### src/rtl/imem_pkg.sv
// Shared instruction-memory constants and the loader FSM state type.
// Also used by the instruction memory and the fetch stage.
package imem_pkg;

  localparam int unsigned IMEM_DEPTH = 32;
  localparam int unsigned IMEM_AW    = 6;

  typedef enum logic [1:0] {
    IDLE,
    LOAD,
    DRAIN
  } loader_state_e;

endpackage

### src/rtl/imem_loader.sv
// Boot-time loader: streams host words into instruction memory from word 0 and
// keeps the core stalled until a complete load has been written.
module imem_loader
  import imem_pkg::*;
#(
  parameter int unsigned DEPTH  = IMEM_DEPTH,
  parameter int unsigned DATA_W = 32
) (
  input  logic               clk,
  input  logic               rst_n,
  input  logic               start,
  input  logic [IMEM_AW-1:0] len,
  input  logic               s_valid,
  input  logic [DATA_W-1:0]  s_data,
  output logic               s_ready,
  output logic               mem_we,
  output logic [31:0]        mem_waddr,
  output logic [DATA_W-1:0]  mem_wdata,
  output logic               core_stall,
  output logic               busy,
  output logic               done,
  output logic               err
);

  localparam logic [IMEM_AW-1:0] DepthW = IMEM_AW'(DEPTH);

  loader_state_e      state_q, state_d;
  logic [IMEM_AW-1:0] cnt_q, cnt_d;
  logic [IMEM_AW-1:0] len_q, len_d;
  logic [IMEM_AW-1:0] waddr_q, waddr_d;
  logic [DATA_W-1:0]  wdata_q, wdata_d;
  logic               we_q, we_d;
  logic               stall_q, stall_d;
  logic               busy_q, busy_d;
  logic               done_q, done_d;
  logic               err_q, err_d;

  logic len_ok;
  logic hs;

  assign len_ok  = (len != '0) && (len <= DepthW);
  assign s_ready = (state_q == LOAD);
  assign hs      = s_valid && s_ready;

  always_comb begin
    state_d = state_q;
    cnt_d   = cnt_q;
    len_d   = len_q;
    waddr_d = waddr_q;
    wdata_d = wdata_q;
    we_d    = 1'b0;
    stall_d = stall_q;
    done_d  = 1'b0;
    err_d   = err_q;

    unique case (state_q)
      IDLE: begin
        if (start) begin
          if (len_ok) begin
            len_d   = len;
            cnt_d   = '0;
            err_d   = 1'b0;
            stall_d = 1'b1;
            state_d = LOAD;
          end else begin
            err_d = 1'b1;
          end
        end
      end
      LOAD: begin
        if (hs) begin
          we_d    = 1'b1;
          waddr_d = cnt_q;
          wdata_d = s_data;
          cnt_d   = cnt_q + IMEM_AW'(1);
          if (cnt_q == len_q - IMEM_AW'(1)) begin
            state_d = DRAIN;
          end
        end
      end
      // Final write is on the port this cycle; release the core once it lands.
      DRAIN: begin
        state_d = IDLE;
        stall_d = 1'b0;
        done_d  = 1'b1;
      end
      default: state_d = IDLE;
    endcase

    busy_d = (state_d != IDLE);
  end

  always_ff @(posedge clk or negedge rst_n) begin
    if (!rst_n) begin
      state_q <= IDLE;
      cnt_q   <= '0;
      len_q   <= '0;
      waddr_q <= '0;
      wdata_q <= '0;
      we_q    <= 1'b0;
      stall_q <= 1'b1;
      busy_q  <= 1'b0;
      done_q  <= 1'b0;
      err_q   <= 1'b0;
    end else begin
      state_q <= state_d;
      cnt_q   <= cnt_d;
      len_q   <= len_d;
      waddr_q <= waddr_d;
      wdata_q <= wdata_d;
      we_q    <= we_d;
      stall_q <= stall_d;
      busy_q  <= busy_d;
      done_q  <= done_d;
      err_q   <= err_d;
    end
  end

  assign mem_we     = we_q;
  assign mem_waddr  = {{(32 - IMEM_AW - 2){1'b0}}, waddr_q, 2'b00};
  assign mem_wdata  = wdata_q;
  assign core_stall = stall_q;
  assign busy       = busy_q;
  assign done       = done_q;
  assign err        = err_q;

endmodule

### config.mk
export PLATFORM = sky130hd
export DESIGN_NAME = imem_loader
export DESIGN_NICKNAME = d
export VERILOG_FILES = /design/src/rtl/imem_pkg.sv /design/src/rtl/imem_loader.sv
export SDC_FILE = /design/constraint.sdc
export NUM_CORES = 1
export LEC_CHECK = 0
export CAP_MARGIN = 10
export CORE_MARGIN = 4
export CORE_UTILIZATION = 25
export DETAILED_ROUTE_END_ITERATION = 16
export PLACE_DENSITY = 0.6
export SLEW_MARGIN = 20
export SYNTH_ARGS = -nofsm -noshare
export SYNTH_HDL_FRONTEND = slang
export SYNTH_SLANG_ARGS = --single-unit
export TNS_END_PERCENT = 30
### constraint.sdc
create_clock -name clk -period 2.6 [get_ports clk]
set_input_delay 0.39 -clock clk [delete_from_list [all_inputs] [get_ports clk]]
set_output_delay 0.39 -clock clk [all_outputs]
set_load 0.01 [all_outputs]
**Run 1: local utilization**

Drawn at 3 px/µm. 11 x 11 tiles, from dark blue (low) to red (high), 0 to 100% covered.
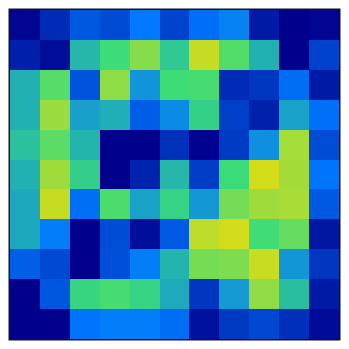
emptiest ninth of the die: north-east
fullest tile: 70%
nearly empty tiles: 11%
mean over tiles: 30%
core area: 9910 µm²
final core utilization: 0.377
fp util: 0.261

**Run 1: I/O nets highlighted**

Drawn at 2 px/µm.
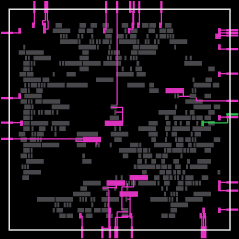
legend:
  mem_waddr:
    colour: magenta
    direction: output
    edge: 10 east, 9 north, 9 south, 4 west
    end_cells: 32
    wire: 426 µm
  s_valid:
    colour: green
    direction: input
    edge: east
    end_cells: 1
    wire: 20.0 µm

**Run 1: routing congestion**

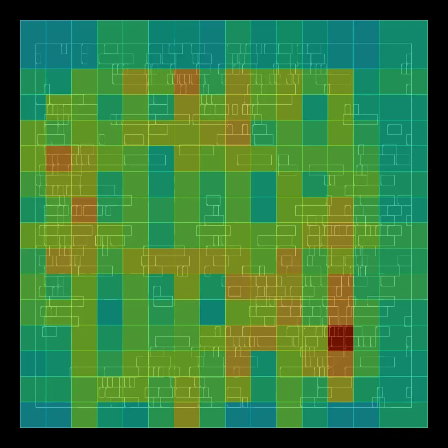
GR Util met1: 0.132
GRT met2 Usage: 0.169
gr busiest metal: met2

**Run 1: signal wires on met3**

Drawn at 4 px/µm. Cells faint in the background.
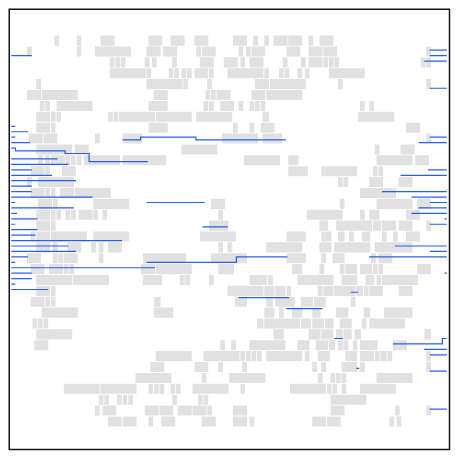
share of all routed wire: 9.0%
wire length on this layer: 571 µm
nets with wire on the layer: 60
main direction: horizontal
wirelength, routed: 6380 µm
DR vias: 2121
grt met3 use: 0.0499

[run 1: through the flow]
step / cells / setup slack (ns) / power, mW
floorplan: 312 / 0.638 / 2.38
global placement: 500 / 0.0957 / 3.27
CTS: 516 / 0.443 / 4.30
global route: 516 / 0.383 / 4.53
finish: 516 / 0.413 / 4.20
detailed placement: 500 / 0.0901 / 3.30
[run 1: synth_stat cells]
cell and n:
nor2b_1 1, nor3_1 3, nand3_1 2, a2111oi_0 1
a21oi_1 1, o311ai_1 1, xor2_1 7, buf_4 27
mux2i_1 1, o211ai_1 2, or4bb_1 1, nor4b_1 1
a31oi_1 1, clkbuf_1 9, or2_1 1, mux2_2 1
nand2_1 134, xnor2_1 4, nand2b_1 2, conb_1 1
a22o_1 1, dfstp_2 1, and4_1 1, o21ai_0 3
inv_1 3, nor2_1 10, or4_1 2, and2_1 1
or4_4 1, o21ba_2 1, dfrtp_1 56, o21a_4 1
ha_1 2, nand4_1 1, inv_2 1, o31ai_1 1
[run 1: worst max-delay path, cell delays in order]
cell	delay (ns)
clkdlybuf4s50_1	0.43
or4_4	0.57
o21a_4	0.23
or2_1	0.28
or4_1	0.48
nand2_1	0.08
[run 1: final cells by class]
type                            count  share of cell area
Multi-Input combinational cell    215               0.267
Clock inverter                      5              0.0207
Timing Repair Buffer               91               0.242
Sequential cell                    57               0.382
Clock buffer                       11              0.0405
Inverter                            4             0.00401
Tap cell                          133              0.0445
[run 1: power groups by stage]
stage	clock, mW	combinational, mW	sequential, mW
after floorplan	0	0.712	1.67
after global placement	0	1.70	1.57
after detailed placement	0	1.72	1.58
after CTS	0.996	1.73	1.57
after global routing	1.04	1.87	1.63
final	0.946	1.69	1.56
==> impl_metrics.py, run 1 <==
# Metrics from the implementation run
metrics = {
    "run_status": {
        "status": "finished, final reports clean",
    },
    "clock_tree": {
        "insertion_delay_ns": 0.33,
        "numCtsBuffers": 9,
        "clk_pin_slew_worst_paths_ns": 0.07,
        "post_cts_buffers": 0,
        "htree_num_levels": 3,
        "cts_tree": "yes",
        "cts_sinks": 57,
    },
    "grt": {
        "gr-total-overflow": 0,
        "grt_start_max_net_pins": 43,
        "grt_pass1_vias": 2107,
        "antenna_found_initial": 0,
    },
    "power_and_ir_drop": {
        "vdd_ir_drop_max_v": 0.000351,
        "p_leak_nw": 1.82,
        "p_int_mw": 2.76,
        "powerDensity_nw_per_um2": 1120,
        "switching_share": 0.342,
        "p_comb_frac": 0.402,
    },
    "timing": {
        "rsz0062_at_grt": "false",
        "fin_crit_sh": 0.841,
        "worst_clock_skew_ns": 0.00915,
        "setup_violations": 0,
        "slew_violations": 0,
        "fin_crit_ns": 2.19,
        "hold_viol_final": 0,
        "tightest_slew_ns": 0.612,
    },
    "layout": {
        "mi_logic_area_um2": 998,
        "diodes": 0,
        "largest_register_ffs": 32,
        "syn_to_final_growth_pct": 44.7,
    },
    "critical_path": {
        "cp-endpoint": "cnt_q[4]",
        "crit_path_start": "len[0]",
        "end_kind": "flop",
        "timing.rr.start": "state_q[1]",
        "required_ns": 2.87,
        "startpoint_type": "input pin",
        "cp_max_fo": 5,
        "crit_arrival_ns": 2.46,
        "reg2reg_depth": 5,
    },
    "yosys": {
        "yosysTopAreaCell": "dfrtp_1",
        "synth_area_um2": 2580,
        "ys_seq_elements": 57,
        "ys_sh_xor": 0.0373,
        "ys_seq_frac": 0.553,
        "ys_sh_aoi": 0.0387,
        "netlist_top_cells_area": "dfrtp_1, nand2_1, buf_4",
        "synthSimpleGateAreaFrac": 0.255,
        "syn_avg_cell_area_um2": 9.00,
        "ys_cells": 287,
        "ys_types": 36,
        "postSynthCellCount": 287,
        "adder_share": 0.00969,
        "synthTopLogicFamily": "simple AND/OR/NAND/NOR gates",
        "yosysTopAreaCellShare": 0.542,
    },
    "drt": {
        "wl_met1_um": 2720,
        "drt_pre_antenna_iters": 4,
        "wl_met2_um": 3040,
        "routedWlPerCell_um": 12.4,
        "met3_length_um": 571,
        "route.antenna.remaining_nets": 0,
        "vias_per_cell": 4.11,
    },
    "floorplan": {
        "die_area_um2": 12000,
        "io_pins": 112,
        "fp.dieH_um": 110,
        "chipWidth_um": 110,
    },
    "place": {
        "place_hpwl_um": 4490,
        "gp_congestion": 0.714,
        "io_buffers": 85,
        "placed_area_um2": 3510,
    },
}
**Run 1: clock distribution**

Drawn at 3 px/µm.
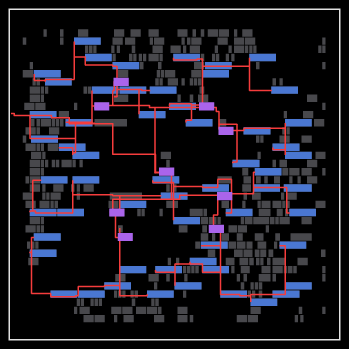

==> inputs of run 2 (changes only) <==
- clock period: 2.6 -> 2.1 ns (I/O delays scaled with it)
**Run 2: clock distribution**

Drawn at 3 px/µm.
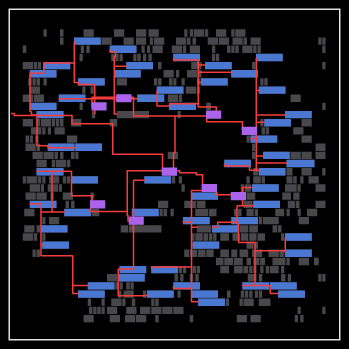
legend:
  cells driving clock nets:
    colour: purple
    count: 9
  flip-flops:
    colour: blue
    count: 57
  clock wires:
    colour: red
    length: 851 µm
routed clock nets: 10
flops lie: all over the die

==> run 2 against run 1 <==
Flip-flop count unchanged. First-iteration DRC count up 51%. Design area up 0.57%. Wire length up 0.88%. Clock power up about 20%. Sequential share of layout area down 0.22 points. Utilization up 0.21 points. Worst setup slack worse by 0.38 ns. Total power up 23%. Area after synthesis unchanged. Critical path type unchanged.
==> impl_metrics.py, run 2 <==
# Metrics from the implementation run
metrics = {
    "run_status": {
        "status": "finished, final reports clean",
    },
    "yosys": {
        "ys_sh_mux": 0.00823,
        "ys_seq_elements": 57,
        "edf_count": 0,
        "synthFlopType": "dfrtp_1",
        "yosysTopAreaCellShare": 0.542,
        "synthTopLogicFamily": "simple AND/OR/NAND/NOR gates",
        "netlist_top_cells_area": "dfrtp_1, nand2_1, buf_4",
        "top_cells_by_count": "nand2_1, dfrtp_1, buf_4",
        "yosysTopAreaCell": "dfrtp_1",
        "ys_cells": 287,
        "ys_sh_aoi": 0.0387,
        "top_cell": "nand2_1",
        "ys_sh_xor": 0.0373,
        "postSynthCellCount": 287,
        "syn_avg_cell_area_um2": 9.00,
        "synth-warning-count": 0,
        "yosysChipArea_um2": 2580,
        "synthSimpleGateAreaFrac": 0.255,
        "adder_share": 0.00969,
        "ys_types": 36,
        "postSynth.asyncResetShare": 1.00,
        "ys_seq_frac": 0.553,
        "synth_area_um2": 2580,
    },
    "critical_path": {
        "required_ns": 2.37,
        "r2r_end": "cnt_q[5]",
        "criticalPathCategory": "input pin to flop",
        "cp_max_fo": 4,
        "crit_path_start": "len[4]",
        "end_kind": "flop",
        "crit_cells": 6,
        "crit_arrival_ns": 2.34,
        "cp_top_family": "simple AND/OR/NAND/NOR gates",
        "path_buffers": 1,
        "reg2reg_depth": 6,
        "r2r_setup_slack_ns": 0.17,
        "path_cells": "clkdlybuf4s50_1, or4_4, o21a_4, or2_4, or4_1, nand2_1",
        "cpPeakStageDelay_ns": 0.57,
        "cp-endpoint": "cnt_q[4]",
        "startpoint_type": "input pin",
        "cp_slowest_cell": "or4_4",
        "timing.rr.start": "state_q[1]",
    },
    "place": {
        "place_hpwl_um": 4650,
        "gp_congestion": 0.740,
        "io_buffers": 85,
        "dp_slack_ns": -0.336,
    },
    "timing": {
        "setup_violations": 0,
        "setup_slack_ns": 0.0330,
        "relSlewSlack": 0.534,
        "fin_crit_ns": 2.07,
        "rsz0062_at_grt": "false",
        "slew_violations": 0,
        "worst_clock_skew_ns": 0.0110,
        "tightest_slew_ns": 0.699,
        "fmax_mhz": 484,
        "hold_viol_final": 0,
        "fin_crit_sh": 0.984,
        "fin_setup_tns_ns": 0,
    },
    "drt": {
        "drt_pre_antenna_iters": 4,
        "num_vias": 2151,
        "drc_errors": 0,
        "vias_per_cell": 4.12,
        "route.antenna.remaining_nets": 0,
        "wirelength_um": 6430,
        "first_iter_violations": 77,
        "routedWlPerCell_um": 12.3,
    },
    "layout": {
        "fillers": 1013,
        "largest_register_ffs": 32,
        "drive_gt1_frac": 0.0848,
        "ff_latch_area_um2": 1430,
        "diodes": 0,
        "nNetsFinal": 428,
        "final_common_cell": "nand2_1",
        "syn_to_final_growth_pct": 45.6,
        "mi_logic_area_um2": 1000,
        "layout_top_cells": "nand2_1, clkdlybuf4s50_1, dfrtp_1",
    },
    "clock_tree": {
        "cts_max_path_buffers": 2,
        "cts_sinks": 57,
        "clk_pin_slew_worst_paths_ns": 0.07,
        "insertion_delay_ns": 0.33,
        "cts_tree": "yes",
        "cts-root-buf": "clkbuf_8",
        "post_cts_buffers": 0,
        "numCtsBuffers": 9,
        "htree_num_levels": 3,
    },
    "floorplan": {
        "fp-utilization": 0.261,
        "die_area_um2": 12000,
        "chipWidth_um": 110,
        "core_um2": 9910,
        "io_pins": 112,
        "rows": 36,
        "fp.dieH_um": 110,
    },
    "job": {
        "warnings": 26,
        "max_cap_violations": 0,
    },
    "power_and_ir_drop": {
        "powerDensity_nw_per_um2": 1380,
        "vdd_ir_drop_max_v": 0.000585,
        "p_leak_nw": 1.84,
    },
    "grt": {
        "grt_pass1_vias": 2190,
        "gr-total-overflow": 0,
        "grt_first_pass_wirelength_um": 10500,
        "track_usage": 0.112,
        "grt_start_max_net_pins": 42,
        "antenna_found_initial": 0,
    },
    "min_path": {
        "holdCritPathClass": "input pin to async pin",
    },
}
## run 2: cell type report
| class | count | share of cell area |
|---|---|---|
| sequential | 57 | 0.380 |
| inverter | 4 | 0.00399 |
| clock inverter | 3 | 0.0173 |
| multi-input combinational | 215 | 0.266 |
| tap | 133 | 0.0442 |
| timing repair buffer | 97 | 0.249 |
| clock buffer | 13 | 0.0396 |
## run 2: layer usage
metal	part of all wire	GRT usage	up-vias
met5	0	0	-
met3	0.090	0.0482	2
met2	0.49	0.181	92
met1	0.42	0.135	1015
met4	0.0020	0.0321	0
li1	-	-	1042
## run 2: stage by stage
step / util / instances / power (mW) / cell area (µm²) / hold WS (ns)
6_report: 0.380 / 522 / 5.18 / 3760 / 0.0280
2_1_floorplan: - / 312 / 2.95 / 2680 / 0.0194
4_1_cts: 0.379 / 522 / 5.28 / 3760 / 0.0471
3_3_place_gp: 0.358 / 506 / 4.07 / 3540 / 0.413
3_5_place_dp: 0.358 / 506 / 4.10 / 3540 / 0.416
5_1_grt: 0.380 / 522 / 5.61 / 3760 / 0.0768
## run 2: repair_timing
| action | CTS | global route |
|---|---|---|
| resized | 0 | 2 |
| endpoints found under the setup margin | 0 | 3 |
| hold buffers | 0 | 0 |
| hold endpoints to repair | 0 | 0 |
## run 2: cell families (layout without fill, tap and decap cells)
logic type,after synthesis,after routing
AND/OR/NAND/NOR,161,161
flip-flops,57,57
buffers and inverters,40,117
AND-OR/OR-AND,13,13
XOR/XNOR,11,11
adder cells (fa/ha/maj),2,2
multiplexers,2,2
other,1,26
## run 2: power by group
group          internal, mW  switching (mW)
sequential             1.59           0.350
clock                 0.701           0.422
combinational          1.13           0.991
total                  3.41            1.76
Power is estimated from default activity; no workload was simulated.
